Figure 1. Supply network (run 1).
Scale: 8 px per um. Pins as bars on the die edge.
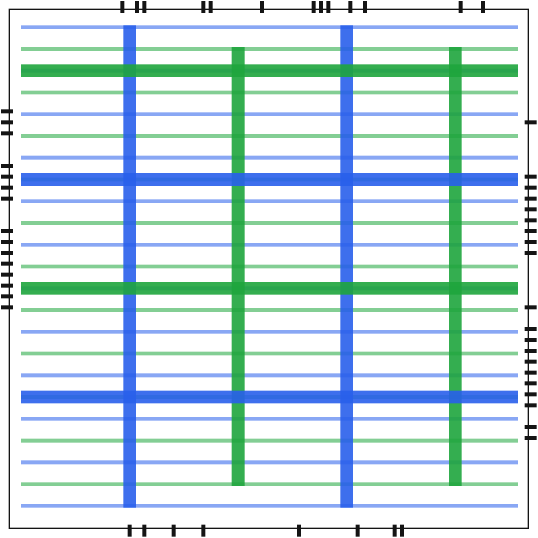
Figure 2. Placement view (run 1).
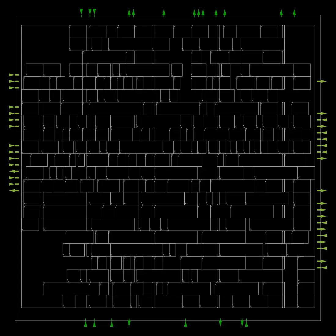
Figure 3. Routed metal per tile (run 1).
Scale: 6 px per um. 13 x 13 tiles, from dark purple (low) to yellow (high), scaled to the fullest tile. Values are wire area over tile area, all layers added.
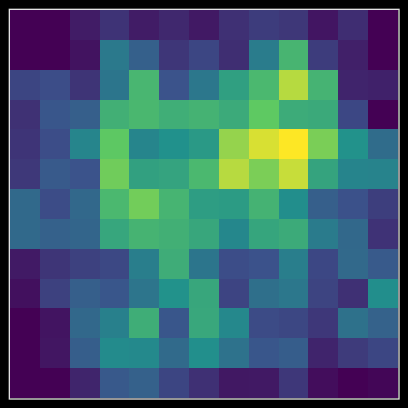
Figure 4. Sequential cells colored by netlist name (run 1).
Scale: 6 px per um. Other sequential cells in the stronger gray, the rest of the logic in the fainter gray.
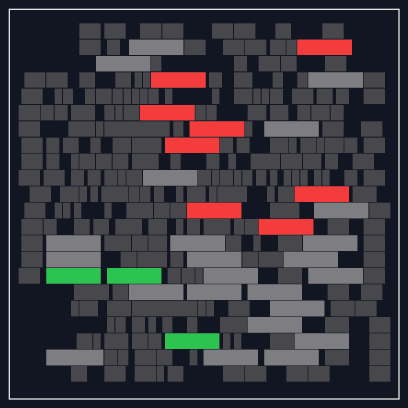
$ cat config.mk
export PLATFORM = sky130hd
export DESIGN_NAME = interrupt_ack_sequencer
export DESIGN_NICKNAME = d
export VERILOG_FILES = /design/src/rtl/interrupt_ack_sequencer_pkg.sv /design/src/rtl/interrupt_ack_sequencer_priority_resolver.sv /design/src/rtl/interrupt_ack_sequencer.sv
export SDC_FILE = /design/constraint.sdc
export NUM_CORES = 1
export LEC_CHECK = 0
export CORE_UTILIZATION = 47
export CTS_CLUSTER_DIAMETER = 60
export DETAILED_ROUTE_END_ITERATION = 12
export PLACE_DENSITY = 0.8
export SYNTH_ARGS = -nofsm -noshare
export SYNTH_HDL_FRONTEND = slang
export SYNTH_SLANG_ARGS = --single-unit
$ cat constraint.sdc
create_clock -name Clock -period 2.73 [get_ports Clock]
set_input_delay 0.4095 -clock Clock [delete_from_list [all_inputs] [get_ports Clock]]
set_output_delay 0.4095 -clock Clock [all_outputs]
set_load 0.005 [all_outputs]
$ cat src/rtl/interrupt_ack_sequencer_pkg.sv
// Shared types and constants for the 8259A interrupt acknowledge sequencer.
package interrupt_ack_sequencer_pkg;

  localparam int unsigned LEVEL_W = 8;
  localparam int unsigned LVL_W   = 3;

  localparam logic [LVL_W-1:0] SPURIOUS_LEVEL_DEFAULT = 3'd7;

  localparam logic [2:0] ST_IDLE  = 3'd0;
  localparam logic [2:0] ST_REQ   = 3'd1;
  localparam logic [2:0] ST_ACK1  = 3'd2;
  localparam logic [2:0] ST_WAIT2 = 3'd3;
  localparam logic [2:0] ST_ACK2  = 3'd4;

  typedef enum logic [2:0] {
    IDLE  = ST_IDLE,
    REQ   = ST_REQ,
    ACK1  = ST_ACK1,
    WAIT2 = ST_WAIT2,
    ACK2  = ST_ACK2
  } state_t;

  function automatic logic [LEVEL_W-1:0] level_onehot(input logic [LVL_W-1:0] level);
    return LEVEL_W'(1) << level;
  endfunction

endpackage

$ cat src/rtl/interrupt_ack_sequencer_priority_resolver.sv
// Fixed-priority encoder: bit 0 is highest priority.
module interrupt_ack_sequencer_priority_resolver
  import interrupt_ack_sequencer_pkg::*;
(
  input  logic [LEVEL_W-1:0] vec,
  output logic [LVL_W-1:0]   level,
  output logic               valid
);

  // Scan from lowest priority up so the highest-priority set bit is written last.
  always_comb begin
    level = '0;
    valid = 1'b0;
    for (int i = LEVEL_W - 1; i >= 0; i--) begin
      if (vec[i]) begin
        level = LVL_W'(i);
        valid = 1'b1;
      end
    end
  end

endmodule

$ cat src/rtl/interrupt_ack_sequencer.sv
// Responder side of the 8259A request path: masking, priority, INT, 8086 INTA
// handshake, In-Service Register and EOI handling.
module interrupt_ack_sequencer
  import interrupt_ack_sequencer_pkg::*;
#(
  parameter logic [LVL_W-1:0] SPURIOUS_LEVEL = SPURIOUS_LEVEL_DEFAULT
) (
  input  logic               Clock,
  input  logic               Reset_n,
  input  logic [LEVEL_W-1:0] Interrupt_Request_Reg,
  input  logic [LEVEL_W-1:0] Interrupt_Mask_Reg,
  input  logic [4:0]         Vector_Base,
  input  logic               Auto_EOI,
  input  logic               INTA_n,
  input  logic               EOI_Cmd,
  input  logic               Specific_EOI_Cmd,
  input  logic [LVL_W-1:0]   EOI_Level,
  output logic               INT,
  output logic [LEVEL_W-1:0] Clear_IRR,
  output logic [LEVEL_W-1:0] In_Service_Reg,
  output logic [LEVEL_W-1:0] Data_Out,
  output logic               Data_Out_En
);

  state_t             state, state_next;
  logic               inta_n_q;
  logic [LVL_W-1:0]   lat_level, lat_level_next;
  logic               lat_spur, lat_spur_next;
  logic               int_next, doe_next;
  logic [LEVEL_W-1:0] dout_next, set_mask, auto_clear, eoi_clear, isr_next;

  logic [LEVEL_W-1:0] pending;
  logic [LVL_W-1:0]   pend_level, isr_level;
  logic               pend_valid, isr_valid, valid_req;
  logic               inta_fall, inta_rise;

  assign pending   = Interrupt_Request_Reg & ~Interrupt_Mask_Reg;
  assign inta_fall = inta_n_q & ~INTA_n;
  assign inta_rise = ~inta_n_q & INTA_n;

  interrupt_ack_sequencer_priority_resolver u_pend_resolver (
    .vec   (pending),
    .level (pend_level),
    .valid (pend_valid)
  );

  interrupt_ack_sequencer_priority_resolver u_isr_resolver (
    .vec   (In_Service_Reg),
    .level (isr_level),
    .valid (isr_valid)
  );

  // A request nests only if strictly higher priority than everything in service.
  assign valid_req = pend_valid && (!isr_valid || (pend_level < isr_level));

  always_comb begin
    state_next     = state;
    int_next       = INT;
    doe_next       = Data_Out_En;
    dout_next      = Data_Out;
    lat_level_next = lat_level;
    lat_spur_next  = lat_spur;
    set_mask       = '0;
    auto_clear     = '0;
    case (state)
      IDLE: begin
        if (valid_req) begin
          state_next = REQ;
          int_next   = 1'b1;
        end
      end
      REQ: begin
        if (inta_fall) begin
          state_next = ACK1;
          int_next   = 1'b0;
          if (valid_req) begin
            lat_level_next = pend_level;
            lat_spur_next  = 1'b0;
            set_mask       = level_onehot(pend_level);
          end else begin
            lat_level_next = SPURIOUS_LEVEL;
            lat_spur_next  = 1'b1;
          end
        end else if (!valid_req) begin
          state_next = IDLE;
          int_next   = 1'b0;
        end
      end
      ACK1: begin
        if (inta_rise) state_next = WAIT2;
      end
      WAIT2: begin
        if (inta_fall) begin
          state_next = ACK2;
          dout_next  = {Vector_Base, lat_level};
          doe_next   = 1'b1;
        end
      end
      ACK2: begin
        if (inta_rise) begin
          state_next = IDLE;
          doe_next   = 1'b0;
          if (Auto_EOI && !lat_spur) auto_clear = level_onehot(lat_level);
        end
      end
      default: state_next = IDLE;
    endcase
  end

  // Specific EOI takes precedence over a coincident non-specific EOI.
  always_comb begin
    eoi_clear = '0;
    if (Specific_EOI_Cmd)          eoi_clear = level_onehot(EOI_Level);
    else if (EOI_Cmd && isr_valid) eoi_clear = level_onehot(isr_level);
    isr_next = (In_Service_Reg & ~(eoi_clear | auto_clear)) | set_mask;
  end

  always_ff @(posedge Clock or negedge Reset_n) begin
    if (!Reset_n) begin
      state          <= IDLE;
      inta_n_q       <= 1'b1;
      lat_level      <= '0;
      lat_spur       <= 1'b0;
      INT            <= 1'b0;
      Clear_IRR      <= '0;
      In_Service_Reg <= '0;
      Data_Out       <= '0;
      Data_Out_En    <= 1'b0;
    end else begin
      state          <= state_next;
      inta_n_q       <= INTA_n;
      lat_level      <= lat_level_next;
      lat_spur       <= lat_spur_next;
      INT            <= int_next;
      Clear_IRR      <= set_mask;
      In_Service_Reg <= isr_next;
      Data_Out       <= dout_next;
      Data_Out_En    <= doe_next;
    end
  end

endmodule
==> Slide: Implementation Results, run 1 <==
Physical Implementation Snapshot

Logic synthesis
  • Net Count, Synth: approximately 220
  • Compound Share, Synth: 16.0%
  • Number of synthesized register bits: 34
  • Dominant comb cell: simple AND/OR/NAND/NOR gates
  • Mapped Area: around 1800 um2
  • Xor/xnor share: less than 1%
  • Mux area share: around 4.9%
  • Async S/R FF share, synth: 100%
  • Synth unique cells: ~50
  • Area share of and/or/nand/nor cells after synthesis: between 20 and 30%
  • Synthesized area per cell: 9.78 um2

GRT
  • First-pass GRT wire length: 7.24 mm
  • Met2 usage: 37.4%
  • Vias in the first global route: 1,601
  • Largest net degree at the start of global routing: 35
  • Gr busiest metal: met2
  • Met1 track utilization from global routing: between 20 and 30%
  • Overflow after GRT: 0

Placement
  • # placed instances: roughly 300
  • GPL Wtd Cong: ~0.88

Pwr
  • Int Power: about 1500 uW
  • Combinational group power: 814 uW
  • Leading power group: combinational logic
  • Power Dens Cells: 799 nW/um2
  • Net Sw Frac: a little under a third

Critical path
  • WP buf/inv: 2
  • CP arrival: ~2.8 ns
  • Crit path max-delay family: AND-OR/OR-AND gates
  • Reg-to-Reg Start: In_Service_Reg[5]
  • Worst reg-to-reg setup slack: about 0.35 ns
  • Top cell by count, worst path: nor2_1
  • CP Launch Type: input port
  • CP endpoint kind: flip-flop
  • Critical Path End: state[0]

Floorplanning
  • Initial Util: roughly 50%
  • Chip width: 64.7 um
  • Row Count: 22
  • Tapcells: around 48

Clocking
  • CTS Sinks: 34
  • Inserted Clock Buffers: 5
  • CTS tree: done
  • Total setup buffers inserted after CTS: 0
  • H-Tree Depth: 2
  • Max clock buf depth: 2
  • CTS hold repair buffers: 0

Hold path
  • Worst min-delay path startpoint: Data_Out_En
  • Worst hold endpoint: Data_Out_En

Finish
  • Layout clock area frac: under 10%
  • Clock Buffer Count: 5
  • Fraction of layout instances using a drive strength above 1: roughly 17%
  • Final instance area: approximately 2700 um2
  • Nets: roughly 300
  • Non-CTS buffers: between 70 and 80
  • Comb area: between 900 and 1000 um2
  • Filler cell count: between 200 and 300

Detailed routing
  • Routed vias/inst: roughly 5.4
  • Met3 WL: 235 um
  • Uppermost routed layer: met4
  • DRT iter0 DRCs: a little under 100
  • Met2 wire len: 2.15 mm
  • Antenna-violating nets left: 0
  • Drt pass-1 iters: 4

Timing
  • RSZ-0062 raised after global routing: no
  • Final Cycle Share: 95.4%
  • Slew margin rel.: 62.5%
  • Hold Violations, Final: 0
  • Max Transition Viols Final: 0
  • Crit path time final: around 2.6 ns
  • Max Clock Skew: between 0.006 and 0.007 ns
  • WHS: 0.505 ns

Flow run
  • Tool warnings: 26

Run status
  • Run status: finished clean
Notes on Figure 1 above:
Green is VDD. Blue is VSS.
56 signal pins sit on the boundary. 4 straps on met4. 4 straps on met5. The core has 22 rows. 23 met1 rails follow the rows.
Die Height: 64.7 um
worst vdd ir: 0.504 mV
core box area: 3720 um2

Notes on Figure 2 above:
post-layout util: 72.6%
num sequential: 34

Notes on Figure 3 above:
27% of the tiles are over half the peak. The fullest tile reaches 0.48. The mean over all tiles is 0.17. 7.7% of the tiles are nearly empty.
final WL: 4.41 mm
WL per Instance: 14.1 um
total track usage: 23.0%
vias post-DR: 1,694

Notes on Figure 4 above:
Red is In_Service_Reg, flops 8. Green is state, flops 3.
Another 23 sequential cells are not colored.
register area: 852 um2
seq pwr: 790 uW
flop share of the area: 31.6%

[run 1: cells in the mapped netlist, types with 2 or more instances]
| master | count | area share, % |
|---|---|---|
| a31oi_1 | 5 | 1.7 |
| nor3_1 | 2 | 0.54 |
| mux2_2 | 8 | 4.9 |
| or3_1 | 3 | 1.0 |
| inv_1 | 9 | 1.8 |
| o2111ai_1 | 3 | 1.4 |
| nand2_1 | 12 | 2.4 |
| nand4b_1 | 4 | 1.9 |
| nand4_1 | 2 | 0.68 |
| nand2b_1 | 11 | 3.7 |
| nor2b_1 | 7 | 2.4 |
| o21bai_1 | 2 | 0.81 |
| and2b_1 | 2 | 0.81 |
| dfrtp_1 | 33 | 45 |
| o31ai_1 | 3 | 1.2 |
| o21ai_1 | 4 | 1.1 |
| a21oi_1 | 5 | 1.4 |
| buf_4 | 2 | 0.81 |
| nor2_1 | 26 | 5.3 |
| nand3b_1 | 4 | 1.6 |
| ha_1 | 2 | 1.4 |
| nand3_1 | 7 | 1.9 |
| o21ai_0 | 6 | 1.6 |
[run 1: cells in the final DEF, fill, tap and decap left out, types with 2 or more instances in the layout]
cell	count
a21oi_1	5
a31oi_1	5
and2b_1	2
buf_4	16
bufinv_16	2
clkbuf_8	5
clkdlybuf4s50_1	55
dfrtp_1	33
ha_1	2
inv_1	9
mux2_2	8
nand2_1	12
nand2b_1	11
nand3_1	7
nand3b_1	4
nand4_1	2
nand4b_1	4
nor2_1	26
nor2b_1	7
nor3_1	2
o2111ai_1	3
o21ai_0	6
o21ai_1	4
o21bai_1	2
o31ai_1	3
or3_1	3
[run 1: state kept, by name (all words and copies together), names as in the netlist]
signal and cells:
Clear_IRR 8, lat_level 3, INT 1, In_Service_Reg 8, state 3, Data_Out_En 1, Data_Out 8, lat_spur 1
inta_n_q 1
Figure 5. Sizing map (run 1).
Scale: 4 px per um.
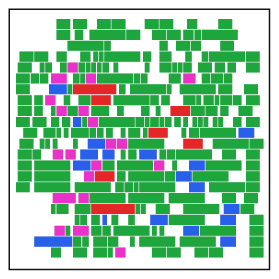

==> inputs of run 2 (changes only) <==
--- a/config.mk
+++ b/config.mk
@@ -8,6 +8,7 @@
 export CORE_UTILIZATION = 47
 export CTS_CLUSTER_DIAMETER = 60
 export DETAILED_ROUTE_END_ITERATION = 12
+export GPL_TIMING_DRIVEN = 0
 export PLACE_DENSITY = 0.8
 export SYNTH_ARGS = -nofsm -noshare
 export SYNTH_HDL_FRONTEND = slang
Figure 6. Sizing map (run 2).
Scale: 4 px per um.
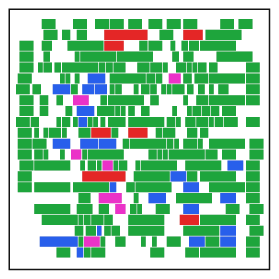
Blue is x2, cells 22. Red is x6 and larger, cells 7. Green is x1 and smaller, cells 217. Magenta is x3 and x4, cells 7.
final instance area: 2610 um2
Non-CTS buffers: 59
Layout area overhead: 41.0%
worst setup margin: 0.122 ns

==> run 2 against run 1 <==
Register-to-register slack better by 0.05 ns. Critical path depth stayed put. Synthesized cell count stayed put. First-iteration DRC count is 41% higher. Combinational power is 2.5% lower. Final area is 3.3% lower. Area after synthesis stayed put. Critical path type unchanged. Largest cell class unchanged. Largest power group unchanged. Highest routed layer unchanged.
==> Slide: Implementation Results, run 2 <==
Physical Implementation Snapshot

Clocking
  • Total setup buffers inserted after CTS: 0 (unchanged)
  • Inserted Clock Buffers: 5 (unchanged)
  • H-Tree Depth: 2 (unchanged)
  • Max clock buf depth: 2 (unchanged)
  • CTS tree: done (unchanged)
  • CTS Sinks: 34 (unchanged)
  • CTS hold repair buffers: 0 (unchanged)

Timing
  • Crit path time final: 2.61 ns (was 2.60 ns)
  • RSZ-0062 raised after global routing: yes (was no)
  • Hold Violations, Final: 0 (unchanged)
  • Final Cycle Share: 95.5% (was 95.4%)
  • Max Clock Skew: 0.00736 ns (was 0.00651 ns)
  • WHS: 0.165 ns (was 0.505 ns)
  • Slew margin rel.: 52.1% (was 62.5%)
  • Max Transition Viols Final: 0 (unchanged)

Logic synthesis
  • Net Count, Synth: 221 (unchanged)
  • Synthesized area per cell: 9.78 um2 (unchanged)
  • Top cells by count: 33 x dfrtp_1, 26 x nor2_1, 12 x nand2_1 (unchanged)
  • Most used standard cell by instance count after synthesis: dfrtp_1 (unchanged)
  • Async S/R FF share, synth: 100% (unchanged)
  • Max-area cell share: 44.7% (unchanged)
  • Number of synthesized register bits: 34 (unchanged)
  • Synth area leader: dfrtp_1 (unchanged)
  • Mapped Area: 1850 um2 (unchanged)

Floorplanning
  • Initial Util: 49.7% (unchanged)
  • Core box area: 3720 um2 (unchanged)
  • Row Count: 22 (unchanged)
  • Die Height: 64.7 um (unchanged)

Detailed routing
  • WL per Instance: 13.6 um (was 14.1 um)
  • Drt pass-1 iters: 5 (was 4)
  • Final WL: 4.09 mm (was 4.41 mm)
  • Antenna-violating nets left: 0 (unchanged)
  • Routed vias/inst: 5.53 (was 5.41)
  • Vias post-DR: 1,665 (was 1,694)
  • DRT iter0 DRCs: 137 (was 97)

Finish
  • Commonest Layout Cell: clkdlybuf4s50_1 (unchanged)
  • Largest regs: Clear_IRR (8), Data_Out (8), In_Service_Reg (8) (unchanged)
  • Fraction of layout instances using a drive strength above 1: 14.2% (was 17.0%)
  • Post-layout util: 70.1% (was 72.6%)
  • Top Layout Cells: 54 x clkdlybuf4s50_1, 33 x dfrtp_1, 26 x nor2_1 (was 55 x clkdlybuf4s50_1, 33 x dfrtp_1, 26 x nor2_1)

GRT
  • Largest net degree at the start of global routing: 35 (unchanged)
  • Total track usage: 21.3% (was 23.0%)
  • Gr busiest metal: met2 (unchanged)
  • Met1 track utilization from global routing: 26.2% (was 29.5%)
  • Met2 usage: 33.9% (was 37.4%)
  • First-pass GRT wire length: 6.64 mm (was 7.24 mm)

Placement
  • # placed instances: 292 (was 305)
  • GPL Wtd Cong: 0.918 (was 0.878)

Critical path
  • Worst reg-to-reg setup slack: 0.40 ns (was 0.35 ns)
  • CP Launch Type: input port (unchanged)
  • CP endpoint kind: flip-flop (unchanged)

Run status
  • Run status: finished clean (unchanged)

Pwr
  • Worst vdd ir: 0.380 mV (was 0.504 mV)

Flow run
  • Tool warnings: 27 (was 26)
## run 2: cell counts after synthesis
No cell type changed its count.
## run 2: cells by family (layout without fill, tap and decap cells)
kind of cell,Yosys count,after routing,share of synthesized area (%)
compound gates,41,41,16.0
xor+xnor,1,1,0.474
fa+ha+maj,2,2,1.35
buf+inv,13,77,3.11
flops,34,34,46.1
mux,8,8,4.87
simple gates,90,90,28.0
## run 2: area by class of cell
cell class / instances / area, um2
Fill cell: 290 / 1110
Multi-Input combinational cell: 142 / 946
Sequential cell: 34 / 852
Timing Repair Buffer: 56 / 553
Clock buffer: 5 / 68.8
Clock inverter: 3 / 68.8
Tap cell: 48 / 60.1
Inverter: 10 / 37.5
Buffer: 3 / 20.0
## run 2: path summary, 6_finish.rpt
kind | depth (start not counted) | endpoint | from
worst max-delay path | 12 | In_Service_Reg[1] | Interrupt_Mask_Reg[4]
worst min-delay path | 1 | INT | Reset_n
worst max register to register | 9 | state[0] | In_Service_Reg[2]
worst min register to register | 1 | Data_Out[5] | Data_Out[5]
max in group asynchronous | 1 | In_Service_Reg[5] | Reset_n
min in group Clock | 1 | Data_Out[5] | Data_Out[5]
## run 2: power breakdown
group          internal [uW]  switching (uW)
clock                    366             190
combinational            455             339
sequential               647             122
## run 2: worst max-delay path, cell delays in order
cell,delay (ns)
clkdlybuf4s50_1,0.41
nand2b_1,0.18
nand2_1,0.13
nor2_1,0.09
o31ai_2,0.25
inv_1,0.08
ha_1,0.28
o21ai_0,0.19
a32oi_1,0.13
nand2b_2,0.28
nor3b_2,0.27
a31o_1,0.14
## run 2: metal layers
layer | up-vias | part of all wire [%] | wire length, um
met2 | 65 | 46 | 1890
met5 | - | 0 | 0
met4 | 0 | 2.3 | 95
li1 | 813 | - | -
met3 | 12 | 6.6 | 271
met1 | 775 | 45 | 1830
==> inputs of run 3 (changes only) <==
--- a/config.mk
+++ b/config.mk
@@ -5,6 +5,7 @@
 export SDC_FILE = /design/constraint.sdc
 export NUM_CORES = 1
 export LEC_CHECK = 0
+export CAP_MARGIN = 0
 export CORE_UTILIZATION = 47
 export CTS_CLUSTER_DIAMETER = 60
 export DETAILED_ROUTE_END_ITERATION = 12
Figure 7. Supply network (run 3).
Scale: 8 px per um. Pins as bars on the die edge.
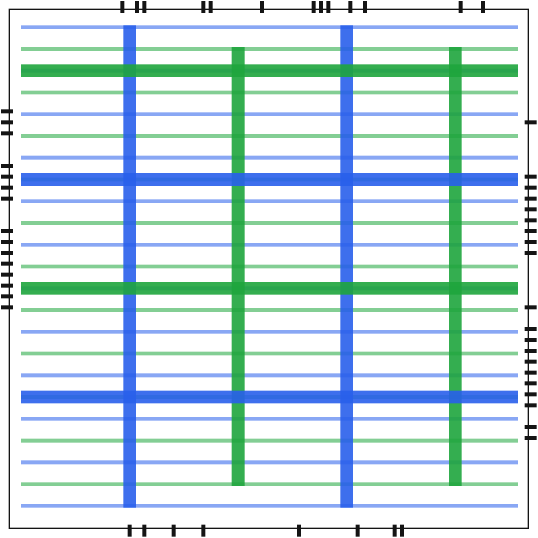
Green is VDD. Blue is VSS.
4 straps on met5. 4 straps on met4. The core has 22 rows.
chip width: 64.7 um
worst vdd ir: 0.380 mV

==> run 3 against run 2 <==
Sequential power barely moved. Hold slack is the same. Die area unchanged. Highest routed layer unchanged. Utilization is the same. Final area unchanged. Largest power group unchanged. Via count did not move. Synthesized cell count unchanged. Total power stayed put. Sequential share of layout area unchanged. Area after synthesis unchanged.
==> Slide: Implementation Results, run 3 <==
Physical Implementation Snapshot

Timing
  • Crit path time final: 2.61 ns (unchanged)
  • Max Transition Viols Final: 0 (unchanged)
  • Max Clock Skew: 0.00736 ns (unchanged)
  • RSZ-0062 raised after global routing: yes (unchanged)
  • Hold Violations, Final: 0 (unchanged)
  • Slew margin rel.: 52.1% (unchanged)
  • WHS: 0.165 ns (unchanged)
  • Final Cycle Share: 95.5% (unchanged)
  • Worst setup margin: 0.122 ns (unchanged)

Detailed routing
  • Drt pass-1 iters: 5 (unchanged)
  • Final WL: 4.09 mm (unchanged)
  • DRT iter0 DRCs: 137 (unchanged)
  • Vias post-DR: 1,665 (unchanged)
  • Antenna-violating nets left: 0 (unchanged)
  • WL per Instance: 13.6 um (unchanged)

Logic synthesis
  • Mapped Area: 1850 um2 (unchanged)
  • Number of synthesized register bits: 34 (unchanged)
  • Max-area cell share: 44.7% (unchanged)
  • Top cells by count: 33 x dfrtp_1, 26 x nor2_1, 12 x nand2_1 (unchanged)
  • Net Count, Synth: 221 (unchanged)
  • # Cells Yosys: 189 (unchanged)
  • Synthesized area per cell: 9.78 um2 (unchanged)
  • Most used standard cell by instance count after synthesis: dfrtp_1 (unchanged)
  • Synth area leader: dfrtp_1 (unchanged)
  • Top cells, area: dfrtp_1 45%, nor2_1 5.3%, mux2_2 4.9% (unchanged)
  • Async S/R FF share, synth: 100% (unchanged)

Critical path
  • Worst reg-to-reg setup slack: 0.40 ns (about the same)
  • CP arrival: 2.83 ns (about the same)
  • Crit path from: Interrupt_Mask_Reg[4] (unchanged)
  • Reg-to-Reg Start: In_Service_Reg[2] (unchanged)
  • Critical Path End: In_Service_Reg[1] (unchanged)
  • R2r worst-path depth: 9 (unchanged)
  • CP endpoint kind: flip-flop (unchanged)
  • Critical-path cell list: clkdlybuf4s50_1, nand2b_1, nand2_1, nor2_1, o31ai_2, inv_1, ha_1, o21ai_0, a32oi_1, nand2b_2, nor3b_2, a31o_1 (unchanged)
  • WP buf/inv: 2 (unchanged)
  • Stages on worst setup path: 12 (unchanged)
  • CP max-delay cell: clkdlybuf4s50_1 (unchanged)
  • Critical Path Max Stage Delay: 0.41 ns (about the same)

Floorplanning
  • Initial Util: 49.7% (unchanged)
  • Core box area: 3720 um2 (unchanged)
  • Row Count: 22 (unchanged)

GRT
  • First-pass GRT wire length: 6.64 mm (unchanged)
  • Vias in the first global route: 1,500 (unchanged)
  • Largest net degree at the start of global routing: 35 (unchanged)
  • Total track usage: 21.3% (unchanged)

Clocking
  • CTS hold repair buffers: 0 (unchanged)
  • H-Tree Depth: 2 (unchanged)
  • Max clock buf depth: 2 (unchanged)
  • Inserted Clock Buffers: 5 (unchanged)
  • CTS tree: done (unchanged)

Pwr
  • Power Dens Cells: 813 nW/um2 (unchanged)

Finish
  • Largest regs: Clear_IRR (8), Data_Out (8), In_Service_Reg (8) (unchanged)
  • Nets: 284 (unchanged)
  • Top Layout Cells: 54 x clkdlybuf4s50_1, 33 x dfrtp_1, 26 x nor2_1 (unchanged)
  • Filler cell count: 290 (unchanged)
  • Commonest Layout Cell: clkdlybuf4s50_1 (unchanged)
  • Layout area overhead: 41.0% (unchanged)
  • Fraction of layout instances using a drive strength above 1: 14.2% (unchanged)

Run status
  • Run status: finished clean (unchanged)

Placement
  • Place WS: -0.249 ns (unchanged)
  • # placed instances: 292 (unchanged)
  • GPL Wtd Cong: 0.918 (unchanged)

Flow run
  • Tool warnings: 27 (unchanged)
## run 3: cell counts after synthesis
No cell type changed its count.
## run 3: timing repair
item,4_1_cts,5_1_grt
resized,0,3
setup endpoints to repair,0,16
endpoints found under the hold margin,0,0
setup buffers,0,1
## run 3: routing by layer
layer	wire length (um)	track usage (%)	share of wire (%)
met5	0	0	0
met4	95	10.0	2.3
met3	271	6.69	6.6
met2	1890	33.9	46
met1	1830	26.2	45
## run 3: cell families (layout without fill, tap and decap cells)
logic type | Yosys count | in the layout | synth area share (%)
fa+ha+maj | 2 | 2 | 1.35
buf+inv | 13 | 77 | 3.11
compound gates | 41 | 41 | 16.0
mux | 8 | 8 | 4.87
xor+xnor | 1 | 1 | 0.474
flops | 34 | 34 | 46.1
simple gates | 90 | 90 | 28.0
## run 3: power breakdown
part	switching [uW]	internal (uW)	leakage (uW)
Combinational	339	455	0.000562
Clock	190	366	0.0000683
Sequential	122	647	0.000429
## run 3: cell type report
class,count,area [um2],share of cell area (%)
sequential,34,852,32.7
clock inverter,3,68.8,2.64
tap,48,60.1,2.30
clock buffer,5,68.8,2.64
inverter,10,37.5,1.44
multi-input combinational,142,946,36.3
buffer,3,20.0,0.768
timing repair buffer,56,553,21.2
## run 3: worst reg2reg max path: stages (launching register included)
cell,delay (ns)
dfrtp_1,0.45
nor2_1,0.25
nand2b_1,0.10
nand2b_1,0.16
ha_1,0.30
o21ai_0,0.09
a32oi_1,0.29
o21ai_2,0.14
o41a_2,0.18
o2111a_1,0.25
## run 3: through the flow
stage	util (%)	total power, uW	instance area, um2
floorplan	-	1200	1850
global placement	66.2	1530	2460
detailed placement	66.0	1550	2450
CTS	69.7	2110	2590
global route	70.1	2250	2610
finish	70.1	2120	2610
No activity file was given, so power comes from the tool's default toggle rates.
